$ cat src/rtl/inst_fetch_queue.sv
// rtl/inst_fetch_queue.sv - instruction fetch PC owner with a small {pc, inst} FIFO toward decode
//
// Ports:
//   clk, clrn              clock and asynchronous active-low reset
//   imem_a / imem_inst     ROM word address (the fetch PC) and its same-cycle data
//   redirect, redirect_pc  flush the FIFO and restart fetch at redirect_pc (low two bits dropped)
//   out_valid/out_ready    decode handshake for the FIFO head
//   out_inst, out_pc       FIFO head contents; driven 0 while empty
//   count                  current FIFO occupancy
module inst_fetch_queue #(
    parameter int          DEPTH    = 4,
    parameter logic [31:0] RESET_PC = 32'h0000_0000
) (
    input  logic                     clk,
    input  logic                     clrn,
    output logic [31:0]              imem_a,
    input  logic [31:0]              imem_inst,
    input  logic                     redirect,
    input  logic [31:0]              redirect_pc,
    output logic                     out_valid,
    input  logic                     out_ready,
    output logic [31:0]              out_inst,
    output logic [31:0]              out_pc,
    output logic [$clog2(DEPTH):0]   count
);

    localparam int PW = $clog2(DEPTH);
    localparam int CW = PW + 1;

    logic [31:0]   fetch_pc_q, fetch_pc_d;
    logic [PW-1:0] rd_ptr_q, rd_ptr_d;
    logic [PW-1:0] wr_ptr_q, wr_ptr_d;
    logic [CW-1:0] count_q, count_d;
    logic [31:0]   pc_mem_q   [DEPTH];
    logic [31:0]   pc_mem_d   [DEPTH];
    logic [31:0]   inst_mem_q [DEPTH];
    logic [31:0]   inst_mem_d [DEPTH];

    logic not_empty;
    logic pop;
    logic push;

    assign not_empty = (count_q != '0);
    assign pop       = not_empty & out_ready;
    // A full FIFO can still accept a word when the head leaves in the same cycle.
    assign push      = !redirect & ((count_q < CW'(DEPTH)) | pop);

    always_comb begin
        fetch_pc_d = fetch_pc_q;
        rd_ptr_d   = rd_ptr_q;
        wr_ptr_d   = wr_ptr_q;
        count_d    = count_q;
        pc_mem_d   = pc_mem_q;
        inst_mem_d = inst_mem_q;

        if (redirect) begin
            // Redirect squashes everything, including a pop decode may have seen.
            fetch_pc_d = redirect_pc & 32'hFFFF_FFFC;
            rd_ptr_d   = '0;
            wr_ptr_d   = '0;
            count_d    = '0;
        end else begin
            if (pop) begin
                rd_ptr_d = rd_ptr_q + PW'(1);
            end
            if (push) begin
                pc_mem_d[wr_ptr_q]   = fetch_pc_q;
                inst_mem_d[wr_ptr_q] = imem_inst;
                wr_ptr_d             = wr_ptr_q + PW'(1);
                fetch_pc_d           = fetch_pc_q + 32'd4;
            end
            if (push && !pop) begin
                count_d = count_q + CW'(1);
            end else if (pop && !push) begin
                count_d = count_q - CW'(1);
            end
        end
    end

    always_ff @(posedge clk or negedge clrn) begin
        if (!clrn) begin
            fetch_pc_q <= RESET_PC;
            rd_ptr_q   <= '0;
            wr_ptr_q   <= '0;
            count_q    <= '0;
            for (int i = 0; i < DEPTH; i++) begin
                pc_mem_q[i]   <= '0;
                inst_mem_q[i] <= '0;
            end
        end else begin
            fetch_pc_q <= fetch_pc_d;
            rd_ptr_q   <= rd_ptr_d;
            wr_ptr_q   <= wr_ptr_d;
            count_q    <= count_d;
            pc_mem_q   <= pc_mem_d;
            inst_mem_q <= inst_mem_d;
        end
    end

    // Outputs come only from storage, never from imem_inst.
    assign imem_a    = fetch_pc_q;
    assign count     = count_q;
    assign out_valid = not_empty;
    assign out_pc    = not_empty ? pc_mem_q[rd_ptr_q]   : 32'h0;
    assign out_inst  = not_empty ? inst_mem_q[rd_ptr_q] : 32'h0;

endmodule

$ cat config.mk
export PLATFORM = sky130hd
export DESIGN_NAME = inst_fetch_queue
export DESIGN_NICKNAME = d
export VERILOG_FILES = /design/src/rtl/inst_fetch_queue.sv
export SDC_FILE = /design/constraint.sdc
export NUM_CORES = 1
export LEC_CHECK = 0
export ABC_AREA = 1
export CORE_ASPECT_RATIO = 2
export CORE_MARGIN = 5
export CORE_UTILIZATION = 51
export CTS_CLUSTER_SIZE = 20
export DETAILED_ROUTE_END_ITERATION = 10
export PLACE_DENSITY = 0.75
export SLEW_MARGIN = 20
export SYNTH_ARGS = -nofsm -noshare
export SYNTH_HDL_FRONTEND = slang
export SYNTH_SLANG_ARGS = --single-unit
$ cat constraint.sdc
create_clock -name clk -period 1.65 [get_ports clk]
set_input_delay 0.165 -clock clk [delete_from_list [all_inputs] [get_ports clk]]
set_output_delay 0.165 -clock clk [all_outputs]
set_load 0.02 [all_outputs]
==> images/clocks.png <==
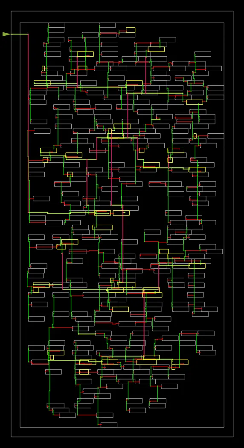
number of buffers created by CTS: 26
# clock sinks: 285

==> impl_table.tex <==
% Synthesis and place-and-route results
\begin{tabular}{lr}
\hline
Metric & Value \\
\hline
\multicolumn{2}{l}{\textbf{Run status}} \\
Outcome & finished, violations left \\
Violations in the final reports & setup timing \\
\multicolumn{2}{l}{\textbf{Worst setup path}} \\
Worst r2r dst & count[1]\$\_DFFE\_PN0P\_ \\
Depth of the critical timing path with buffers and inverters included & 8 \\
Path depth of the worst reg2reg path & 10 \\
Data arrival, critical path & 2.07 ns \\
Destination of the critical timing path & out\_pc[26] \\
Cell breakdown of the critical path & buf\_12 -> buf\_8 -> buf\_16 -> nor2\_4 -> nor2\_2 -> o21ai\_2 -> a21oi\_2 -> buf\_6 \\
\multicolumn{2}{l}{\textbf{Final timing}} \\
Final setup viols & 66 \\
Final setup slack of the worst path & -0.581 ns \\
\multicolumn{2}{l}{\textbf{Cells and area}} \\
Flip-flop count of the largest register, all copies and words added & 128 \\
Nets@finish & 2005 \\
Flop share of the area & 38.2\% \\
Number of clock-tree buffers in the layout & 35 \\
Logic area & 6240 µm² \\
Area taken by flip-flops and latches & 7140 µm² \\
\multicolumn{2}{l}{\textbf{Power}} \\
Power dissipated in sequential cells & 12300 µW \\
IR Drop Worst-Case VDD & 1020 µV \\
Fraction of power spent switching nets & 40.4\% \\
\multicolumn{2}{l}{\textbf{GRT}} \\
Met2 demand-to-capacity share in global routing & 50.4\% \\
Number of antenna violations at the first check in global routing & 0 \\
\multicolumn{2}{l}{\textbf{Routing}} \\
First drt pass iteration count & 6 \\
\multicolumn{2}{l}{\textbf{Synthesis}} \\
Mean post-synth cell area & 8.01 µm² \\
\multicolumn{2}{l}{\textbf{Placed design}} \\
Buffers added on ports & 161 \\
\multicolumn{2}{l}{\textbf{Die}} \\
Core footprint & 26300 µm² \\
Effective utilization at floorplan & 51.6\% \\
\hline
\end{tabular}
==> images/layer_met1.png <==
Scale bar: 50 µm.
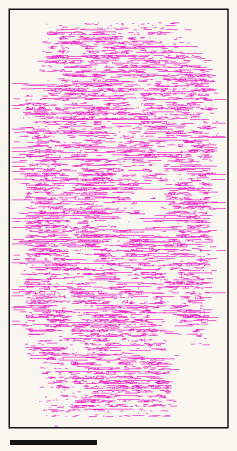
main direction: horizontal
share of all routed wire: 35%
final wirelength: 43.3 mm
routing usage on met1: 30.4%
vias post-DR: 13100

Power and IR drop assume default switching activity.
